### config.mk
export PLATFORM = sky130hd
export DESIGN_NAME = core_dbg_apb_bridge
export DESIGN_NICKNAME = d
export VERILOG_FILES = /design/src/rtl/core_dbg_apb_bridge.sv
export SDC_FILE = /design/constraint.sdc
export NUM_CORES = 1
export LEC_CHECK = 0
export CORE_ASPECT_RATIO = 0.9
export CORE_MARGIN = 2
export CORE_UTILIZATION = 36
export DETAILED_ROUTE_END_ITERATION = 6
export PLACE_DENSITY = 0.82
export REMOVE_ABC_BUFFERS = 1
export SLEW_MARGIN = 15
export SYNTH_ARGS = -nofsm -noshare
export SYNTH_HDL_FRONTEND = slang
export SYNTH_SLANG_ARGS = --single-unit
### constraint.sdc
create_clock -name clk -period 2.2 [get_ports clk]
set_input_delay 0.22 -clock clk [delete_from_list [all_inputs] [get_ports clk]]
set_output_delay 0.22 -clock clk [all_outputs]
set_load 0.03 [all_outputs]
### src/rtl/core_dbg_apb_bridge.sv
// APB slave bridging debug-master transfers onto the core debug register req/ack port.
// Optional ack timeout enabled by defining CORE_DBG_APB_TIMEOUT_EN.
module core_dbg_apb_bridge #(
    parameter int unsigned ADDR_WIDTH     = 5,
    parameter int unsigned DATA_WIDTH     = 32,
    parameter int unsigned NUM_REGS       = 32,
    parameter int unsigned TIMEOUT_CYCLES = 64
) (
    input  logic                      clk,
    input  logic                      rst,
    input  logic [ADDR_WIDTH-1:0]     addr,
    input  logic                      sel,
    input  logic                      enable,
    input  logic                      wr_rd,
    input  logic [DATA_WIDTH-1:0]     wdata,
    input  logic [DATA_WIDTH/8-1:0]   wstrobe,
    output logic                      ready,
    output logic [DATA_WIDTH-1:0]     rdata,
    output logic                      slverr,
    output logic                      core_dbg_req,
    output logic                      core_dbg_wr_rd,
    output logic [ADDR_WIDTH-1:0]     core_dbg_addr,
    output logic [DATA_WIDTH-1:0]     core_dbg_wdata,
    output logic [DATA_WIDTH/8-1:0]   core_dbg_wstrobe,
    input  logic                      core_dbg_ack,
    input  logic [DATA_WIDTH-1:0]     core_dbg_rdata,
    input  logic                      core_dbg_err
);

    localparam int unsigned STRB_W = DATA_WIDTH / 8;

    localparam logic [1:0] S_IDLE = 2'd0;
    localparam logic [1:0] S_REQ  = 2'd1;
    localparam logic [1:0] S_RESP = 2'd2;

    // Elaboration-time parameter sanity checks
    if ((DATA_WIDTH % 8) != 0 || DATA_WIDTH == 0) begin : g_bad_dw
        $error("core_dbg_apb_bridge: DATA_WIDTH must be a non-zero multiple of 8");
    end
    if (NUM_REGS > (64'd1 << ADDR_WIDTH)) begin : g_bad_nr
        $error("core_dbg_apb_bridge: NUM_REGS exceeds address space");
    end
    if (TIMEOUT_CYCLES < 1) begin : g_bad_to
        $error("core_dbg_apb_bridge: TIMEOUT_CYCLES must be at least 1");
    end

    logic [1:0]            state_q, state_d;
    logic                  ready_q, ready_d;
    logic                  slverr_q, slverr_d;
    logic [DATA_WIDTH-1:0] rdata_q, rdata_d;
    logic                  req_q, req_d;
    logic                  dwr_q, dwr_d;
    logic [ADDR_WIDTH-1:0] daddr_q, daddr_d;
    logic [DATA_WIDTH-1:0] dwdata_q, dwdata_d;
    logic [STRB_W-1:0]     dstrb_q, dstrb_d;
    logic                  in_range_c;

    assign in_range_c = 32'(addr) < NUM_REGS;

`ifdef CORE_DBG_APB_TIMEOUT_EN
    localparam int unsigned CNT_W = $clog2(TIMEOUT_CYCLES + 1);

    logic [CNT_W-1:0] cnt_q, cnt_d;
    logic             timeout_c;

    // True in the REQ cycle that would bring the wait count up to the limit
    assign timeout_c = (cnt_q + CNT_W'(1)) == CNT_W'(TIMEOUT_CYCLES);
`endif

    always_comb begin
        state_d  = state_q;
        ready_d  = 1'b0;
        slverr_d = slverr_q;
        rdata_d  = rdata_q;
        req_d    = req_q;
        dwr_d    = dwr_q;
        daddr_d  = daddr_q;
        dwdata_d = dwdata_q;
        dstrb_d  = dstrb_q;
`ifdef CORE_DBG_APB_TIMEOUT_EN
        cnt_d    = cnt_q;
`endif
        case (state_q)
            S_IDLE: begin
                if (sel && !enable) begin
                    dwr_d    = wr_rd;
                    daddr_d  = addr;
                    dwdata_d = wdata;
                    dstrb_d  = wr_rd ? wstrobe : '0;
                    if (in_range_c) begin
                        req_d   = 1'b1;
                        state_d = S_REQ;
`ifdef CORE_DBG_APB_TIMEOUT_EN
                        cnt_d   = '0;
`endif
                    end else begin
                        slverr_d = 1'b1;
                        rdata_d  = '0;
                        ready_d  = 1'b1;
                        state_d  = S_RESP;
                    end
                end
            end
            S_REQ: begin
                if (core_dbg_ack) begin
                    req_d    = 1'b0;
                    rdata_d  = dwr_q ? '0 : core_dbg_rdata;
                    slverr_d = core_dbg_err;
                    ready_d  = 1'b1;
                    state_d  = S_RESP;
                end
`ifdef CORE_DBG_APB_TIMEOUT_EN
                else if (timeout_c) begin
                    req_d    = 1'b0;
                    rdata_d  = '0;
                    slverr_d = 1'b1;
                    ready_d  = 1'b1;
                    state_d  = S_RESP;
                end else begin
                    cnt_d = cnt_q + CNT_W'(1);
                end
`endif
            end
            S_RESP: begin
                slverr_d = 1'b0;
                state_d  = S_IDLE;
            end
            default: begin
                req_d   = 1'b0;
                state_d = S_IDLE;
            end
        endcase
    end

    always_ff @(posedge clk or posedge rst) begin
        if (rst) begin
            state_q  <= S_IDLE;
            ready_q  <= 1'b0;
            slverr_q <= 1'b0;
            rdata_q  <= '0;
            req_q    <= 1'b0;
            dwr_q    <= 1'b0;
            daddr_q  <= '0;
            dwdata_q <= '0;
            dstrb_q  <= '0;
        end else begin
            state_q  <= state_d;
            ready_q  <= ready_d;
            slverr_q <= slverr_d;
            rdata_q  <= rdata_d;
            req_q    <= req_d;
            dwr_q    <= dwr_d;
            daddr_q  <= daddr_d;
            dwdata_q <= dwdata_d;
            dstrb_q  <= dstrb_d;
        end
    end

`ifdef CORE_DBG_APB_TIMEOUT_EN
    always_ff @(posedge clk or posedge rst) begin
        if (rst) begin
            cnt_q <= '0;
        end else begin
            cnt_q <= cnt_d;
        end
    end
`endif

    assign ready            = ready_q;
    assign rdata            = rdata_q;
    assign slverr           = slverr_q;
    assign core_dbg_req     = req_q;
    assign core_dbg_wr_rd   = dwr_q;
    assign core_dbg_addr    = daddr_q;
    assign core_dbg_wdata   = dwdata_q;
    assign core_dbg_wstrobe = dstrb_q;

endmodule

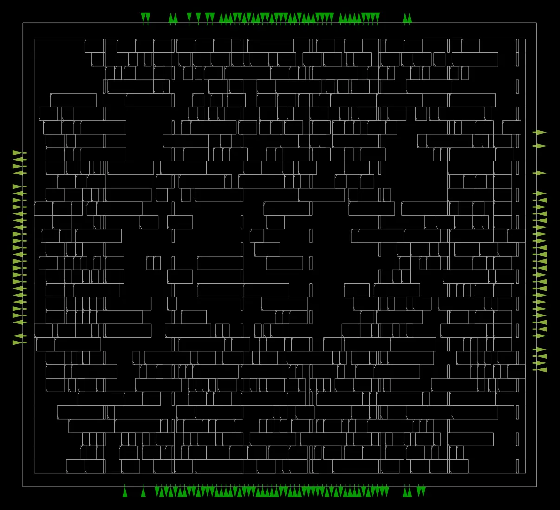
*Placement view, run 1*
placeable core area: 8570 sq um
number of tapcells: 119
post-route core utilization: 0.581
non-filler cells in the finished layout: 612

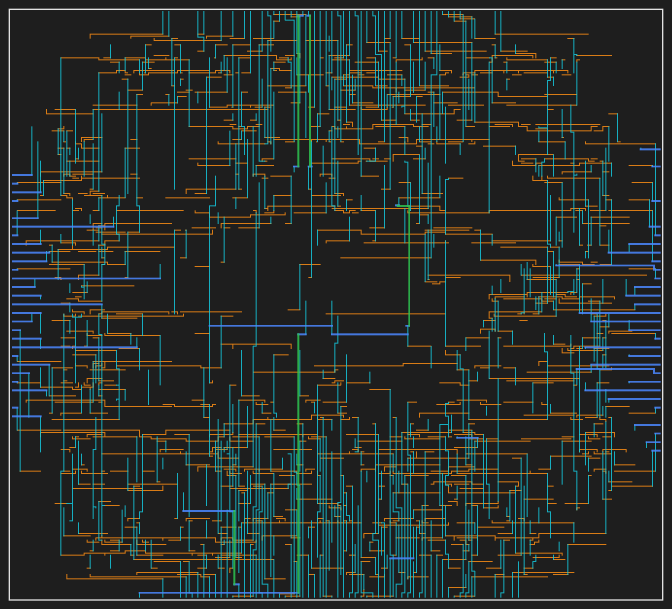
*Signal wires by layer, run 1*
Key: cyan = metal 2 [wire length 4070 microns]; blue = metal 3 [wire length 374 microns]; orange = metal 1 [wire length 3360 microns]; green = metal 4 [wire length 121 microns]

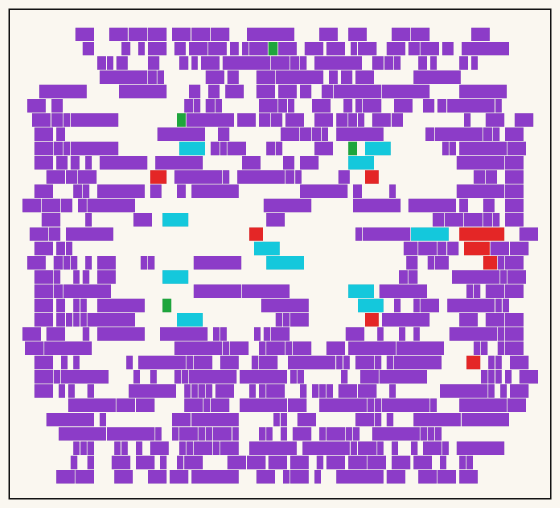
*Drive-strength map, run 1*
Key: cyan = _6 and larger [cells 11, share 2.2%]; red = _3 and _4 cells [cells 8, share 1.6%]; green = _2 cells [cells 4, share 0.81%]; purple = _0 and _1 cells [cells 470, share 95%]
post-route standard cell area excluding fillers: 4980 sq um
post-route worst setup slack: 562 ps
Non-Clock Buffer Count: 161
Area Overhead vs Synth: 57.0%

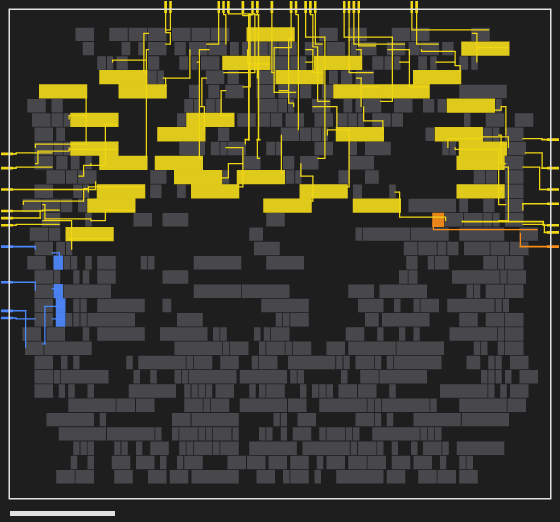
*Port wiring, run 1*
Bar = 20 microns.
Key: yellow = `rdata` [direction output, end cells 32, buffers 32, wire 917 microns]; blue = `wstrobe` [direction input, end cells 4, buffers 4, wire 41.6 microns]; orange = `core_dbg_err` [direction input, end cells 1, buffers 1, wire 29.3 microns]

==> reports/results.txt, run 1 <==
Setup repair bufs after CTS -> 0
Wire length of the first global-routing pass -> 12400 microns
Count of fill cells added during filler insertion -> 788
Area fraction of the dominant cell type after synthesis -> 0.623
Final hold violation count -> 0
Post-route clock skew -> 12.1 ps
Post-synthesis sequential element count -> 79
Clock sink count -> 79
Highest-utilization routing layer at the global route stage -> met2
Cell count of the worst reg-to-reg path -> 3
Mean number of vias per cell -> 4.44
Highest cell delay on the worst timing path -> 810 ps
Cell with the largest stage delay on the worst path -> or4b_4
Count of warnings emitted by yosys -> 0
Latest clock arrival within the worst-skew pair -> 330 ps
Worst Path Max Fanout -> 44
Series of cell instances along the critical path -> or4b_4 -> nand2_1 -> nand2_1
Lkg Pwr -> 2.32 nW
Share of final-layout standard cells stronger than drive strength 1 -> 0.0467
Top-Level Pins -> 157
Maximum buffer depth of the clock tree -> 2
Main area contributors -> dfrtp_1 (62%), nand2_1 (18%), nand2b_1 (6.5%), o21ai_1 (4.3%), buf_6 (2.1%)
Total of buffers placed on input and output ports -> 156
Height of the chip -> 93.0 microns
Hold_buf cts -> 0
Number of buffers added by the clock tree synthesis step -> 9
Count of tool warnings -> 25
H-Tree Level Count -> 3
Startpoint-to-endpoint class of the critical path -> reg -> reg
Overall overflow remaining after global route -> 0
Endpoint required time on the critical path -> 2410 ps
Sum Neg Setup Slack -> 0 ps
Detailed-route DRC error count -> 0
Starting density of the core -> 0.370
Bufs and invs on worst path -> 0
Quantity of gates resized following cts -> 0
Dominant cell type by area after synthesis -> dfrtp_1
Max capacitance violation total -> 0
Number of antenna diodes -> 0
Chip area -> 9580 sq um
Yosys synthesis chip area -> 3170 sq um
Post-route minimum period -> 1640 ps
Placed wire-length estimate -> 5780 microns
Average wire per cell in the routed design -> 13.0 microns
Power per unit of standard cell area -> 1090 nW/um^2
Status -> complete, no violations
Total via count after detailed routing -> 2718
Reg-to-Reg End -> core_dbg_addr[2]
Antenna violation net count after detailed routing -> 0
Maximum clock rate -> 611 MHz
Min Hold Slack -> 240 ps
Post-Syn Instances -> 337
GR Util met1 -> 0.204
Pin count of the biggest net entering global routing -> 67
Post-layout net count -> 569
Cell family with most CP delay -> simple AND/OR/NAND/NOR gates
FP Rows -> 32
GR Layer Usage met2 -> 0.286
Post-layout total power -> 0.00542 W
TritonCTS clock tree -> done
Antenna violations before repair -> 0
Total number of cells along the worst setup path -> 3
Endpoint arrival time on the critical path -> 1850 ps
Master cell of the clock root buffer -> clkbuf_8
CP startpoint kind -> flop
Unique masters post-synth -> 17
1st-pass router iterations -> 4
Reg2Reg Setup Slack -> 560 ps
Average size of a mapped cell -> 9.41 sq um
Vias in the first global route -> 2655
Cell area after synthesis -> 3170 sq um
Post-layout period usage of the worst path -> 0.744
Post-synthesis sequential area ratio -> 0.623
All-Layer GR Usage -> 0.165
[run 1: cells by family after synthesis]
family / synth area share
AND/OR/NAND/NOR: 0.272
flip-flops: 0.623
AND-OR/OR-AND: 0.0596
buffers and inverters: 0.0450
[run 1: how the worst max path moves through the flow]
stage               startpoint                 end  slack [ps]
detailed placement      enable  core_dbg_wdata[14]         400
floorplan                  rst    core_dbg_addr[0]         -40
global placement        enable      core_dbg_wr_rd         430
CTS                 state_q[0]    core_dbg_addr[2]         550
finish              state_q[0]    core_dbg_addr[2]         560
global route        state_q[0]  core_dbg_wdata[29]         470
[run 1: layout by cell type, fill, tap and decap left out]
cell type,n
inv_1,3
nor4b_4,1
clkinv_2,4
o21ai_1,27
nand3b_1,1
clkbuf_8,9
nor2b_1,1
clkdlybuf4s50_1,156
dfrtp_1,79
o21ai_0,8
o211ai_1,1
clkinvlp_4,2
a31oi_1,1
nand3_1,4
nand2b_1,33
buf_4,3
or4b_4,1
nand2_1,156
clkinv_4,1
buf_12,2
[run 1: layer usage]
layer / up-vias / routed length, microns
li1: 1347 / -
met1: 1287 / 3360
met2: 74 / 4070
met3: 10 / 373
met4: 0 / 120
met5: - / 0
[run 1: power breakdown]
part / switching (W) / internal (W) / leakage, nW
logic: 0.00138 / 0.00104 / 1.24
registers: 0.000229 / 0.00186 / 1.00
clock network: 0.000509 / 0.000399 / 0.0809
total: 0.00212 / 0.00330 / 2.32
[run 1: Yosys cell counts (all sizes together)]
cell type,count
nor4b,1
nand3,4
o211ai,1
nand3b,1
nand2b,33
a31oi,1
nor2b,1
or4b,1
buf,13
inv,4
clkbuf,7
dfrtp,79
nand2,156
o21ai,35
[run 1: worst register-to-register path: stages (launching register included)]
cell and delay, ps:
dfrtp_1 480, or4b_4 810, nand2_1 170, nand2_1 70
[run 1: sequential cells by signal, summed over array words and instances, names as in the netlist]
register and count:
core_dbg_addr 5, core_dbg_wstrobe 4, core_dbg_wdata 32, rdata 32, state_q 2, ready 1
slverr 1, core_dbg_wr_rd 1, core_dbg_req 1
[run 1: area by class of cell]
cell class	instances	area, sq um	area share
clock inverter	6	38.8	0.00779
timing repair buffer	161	1620	0.326
multi-input combinational	234	1050	0.211
clock buffer	9	124	0.0249
inverter	4	16.3	0.00327
tap	119	149	0.0299
sequential	79	1980	0.397
[run 1: per-stage QoR]
stage / instances / util / instance area [sq um] / setup WS, ps
after detailed placement: 597 / 0.562 / 4820 / 402
final: 612 / 0.581 / 4980 / 562
after global routing: 612 / 0.581 / 4980 / 469
after CTS: 612 / 0.581 / 4980 / 545
after global placement: 597 / 0.562 / 4820 / 427
after floorplan: 317 / - / 3040 / -43.4
==> run 1 -> run 2 <==
--- a/config.mk
+++ b/config.mk
@@ -7,9 +7,9 @@
 export LEC_CHECK = 0
 export CORE_ASPECT_RATIO = 0.9
 export CORE_MARGIN = 2
-export CORE_UTILIZATION = 36
+export CORE_UTILIZATION = 40
 export DETAILED_ROUTE_END_ITERATION = 6
-export PLACE_DENSITY = 0.82
+export PLACE_DENSITY = 0.86
 export REMOVE_ABC_BUFFERS = 1
 export SLEW_MARGIN = 15
 export SYNTH_ARGS = -nofsm -noshare
==> constraint.sdc (replaced) <==
create_clock -name clk -period 1.69 [get_ports clk]
set_input_delay 0.169 -clock clk [delete_from_list [all_inputs] [get_ports clk]]
set_output_delay 0.169 -clock clk [all_outputs]
set_load 0.03 [all_outputs]
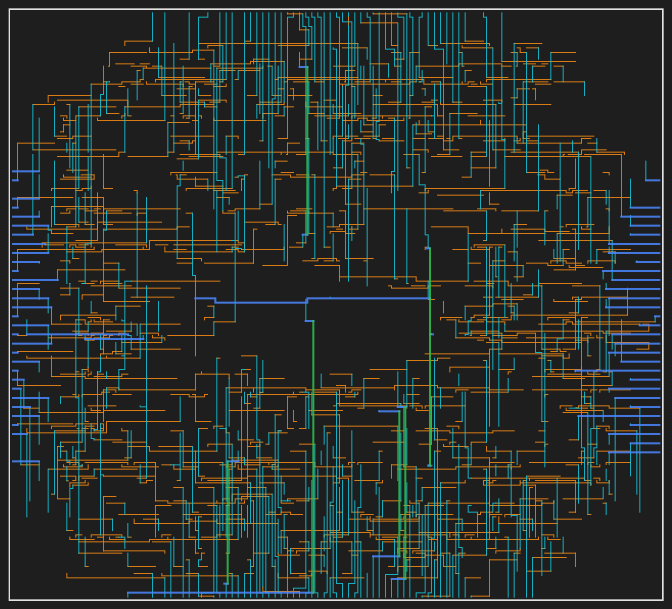
*Signal wires by layer, run 2*
Key: cyan = metal 2 [wire length 4000 microns]; green = metal 4 [wire length 165 microns]; orange = metal 1 [wire length 3400 microns]; blue = metal 3 [wire length 380 microns]
total via count after detailed routing: 2678
aggregate routed wire length: 7940 microns
All-Layer GR Usage: 0.183
average wire per cell in the routed design: 13.4 microns

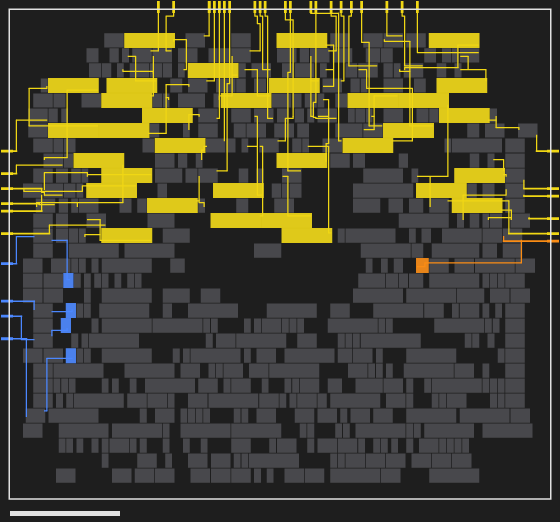
*Port wiring, run 2*
Bar = 20 microns.
Top-Level Pins: 157
total of buffers placed on input and output ports: 156

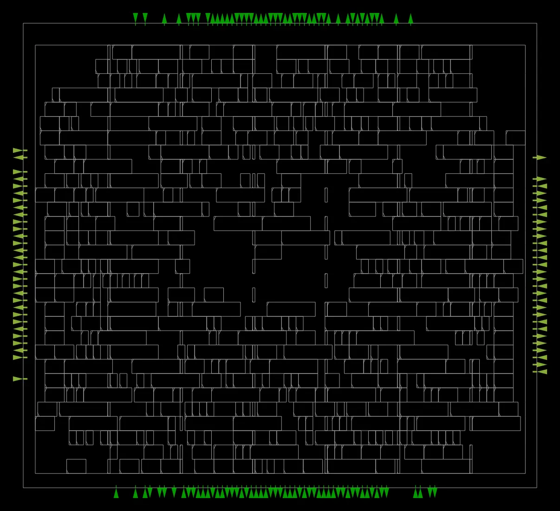
*Placement view, run 2*
number of tapcells: 96
sequential fraction of total cell area: 0.393

==> run 2 against run 1 <==
Synthesized cell count is the same. Power up 36%. Utilization up 7.9 points. Combinational power rose by 31%.
==> reports/results.txt, run 2 <==
Count of tool warnings -> 25
Power per unit of standard cell area -> 1470 nW/um^2
Count of warnings emitted by yosys -> 0
Start point of the critical path -> core_dbg_wdata[5]
Status -> complete, no violations
Max capacitance violation total -> 0
Post-Syn Instances -> 337
Placed wire-length estimate -> 5690 microns
TritonCTS clock tree -> done
Quantity of gates resized following cts -> 0
Top cell types by occurrence after synthesis -> nand2_1 (156), dfrtp_1 (79), nand2b_1 (33)
Post-layout net count -> 572
Chip area -> 8660 sq um
Final hold violation count -> 0
Bufs and invs on worst path -> 1
Endpoint arrival time on the critical path -> 1390 ps
Cell with the largest stage delay on the worst path -> clkdlybuf4s50_1
Post-route clock skew -> 13.4 ps
Most instantiated logic cells after routing -> nand2_1 (156), clkdlybuf4s50_1 (155), dfrtp_1 (79), nand2b_1 (33), o21ai_1 (27)
Post-route minimum period -> 1560 ps
Latest clock arrival within the worst-skew pair -> 330 ps
Number of buffers added by the clock tree synthesis step -> 9
Mean number of vias per cell -> 4.52
Share of final-layout standard cells stronger than drive strength 1 -> 0.0524
Master cell of the clock root buffer -> clkbuf_8
Unique masters post-synth -> 17
Setup repair bufs after CTS -> 0
Clock sink count -> 79
Overall overflow remaining after global route -> 0
Cell family with most CP delay -> buffers and inverters
Maximum buffer depth of the clock tree -> 2
Pin count of the biggest net entering global routing -> 67
Highest cell delay on the worst timing path -> 700 ps
1st-pass router iterations -> 4
Wire length of the first global-routing pass -> 12700 microns
Post-route worst setup slack -> 130 ps
Post-layout period usage of the worst path -> 0.923
FF+latch area -> 1980 sq um
Count of fill cells added during filler insertion -> 615
FP Rows -> 30
Average size of a mapped cell -> 9.41 sq um
Dominant cell type by area after synthesis -> dfrtp_1
Area fraction of the dominant cell type after synthesis -> 0.623
Series of cell instances along the critical path -> clkdlybuf4s50_1
Antenna violation net count after detailed routing -> 0
Post-layout total power -> 0.00739 W
Post-synthesis sequential area ratio -> 0.623
Area of combinational cells with multiple inputs -> 1050 sq um
Worst-case setup slack after placement -> 87.7 ps
Placeable core area -> 7620 sq um
Starting density of the core -> 0.416
-- run 2: cell families (layout without fill, tap and decap cells) --
kind of cell / Yosys count / after routing / share of synthesized area
DFF: 79 / 79 / 0.623
buffers and inverters: 24 / 183 / 0.0450
and+or+nand+nor: 197 / 197 / 0.272
AOI/OAI and AO/OA: 37 / 37 / 0.0596
-- run 2: path summary, 6_finish.rpt --
path / end / slack (ps) / depth (start not counted)
min in group clk: core_dbg_wdata[18] / 360 / 3
min reg2reg: core_dbg_wdata[17] / 480 / 2
max in group asynchronous: rdata[7] / 1040 / 3
max reg2reg: core_dbg_addr[0] / 220 / 4
max: core_dbg_wdata[5] / 130 / 1
min: core_dbg_wdata[30] / 280 / 3
-- run 2: final cells by class --
| class | count | share of cell area |
|---|---|---|
| Multi-Input combinational cell | 234 | 0.209 |
| Clock inverter | 4 | 0.0139 |
| Inverter | 4 | 0.00323 |
| Clock buffer | 11 | 0.0281 |
| Tap cell | 96 | 0.0239 |
| Timing Repair Buffer | 164 | 0.329 |
| Sequential cell | 79 | 0.393 |
-- run 2: through the flow --
| step | instance area (sq um) | cells | hold WS [ps] | util |
|---|---|---|---|---|
| after detailed placement | 4820 | 577 | 461 | 0.633 |
| after floorplan | 3040 | 317 | 260 | - |
| after global placement | 4820 | 577 | 458 | 0.633 |
| final | 5030 | 592 | 285 | 0.661 |
| after global routing | 5030 | 592 | 331 | 0.661 |
| after CTS | 5030 | 592 | 294 | 0.661 |
-- run 2: metal layers --
layer / GRT usage / vias to the layer above / share of wire
met4: 0.0795 / 0 / 0.021
met3: 0.0324 / 14 / 0.048
li1: - / 1355 / -
met5: 0 / - / 0
met1: 0.233 / 1231 / 0.43
met2: 0.315 / 78 / 0.50
-- run 2: where the power goes --
part / total [W] / internal [W] / switching, W
logic: 0.00318 / 0.00136 / 0.00182
registers: 0.00271 / 0.00242 / 0.000288
clock network: 0.00150 / 0.000861 / 0.000635
total: 0.00739 / 0.00465 / 0.00274
Power is estimated from default activity; no workload was simulated.
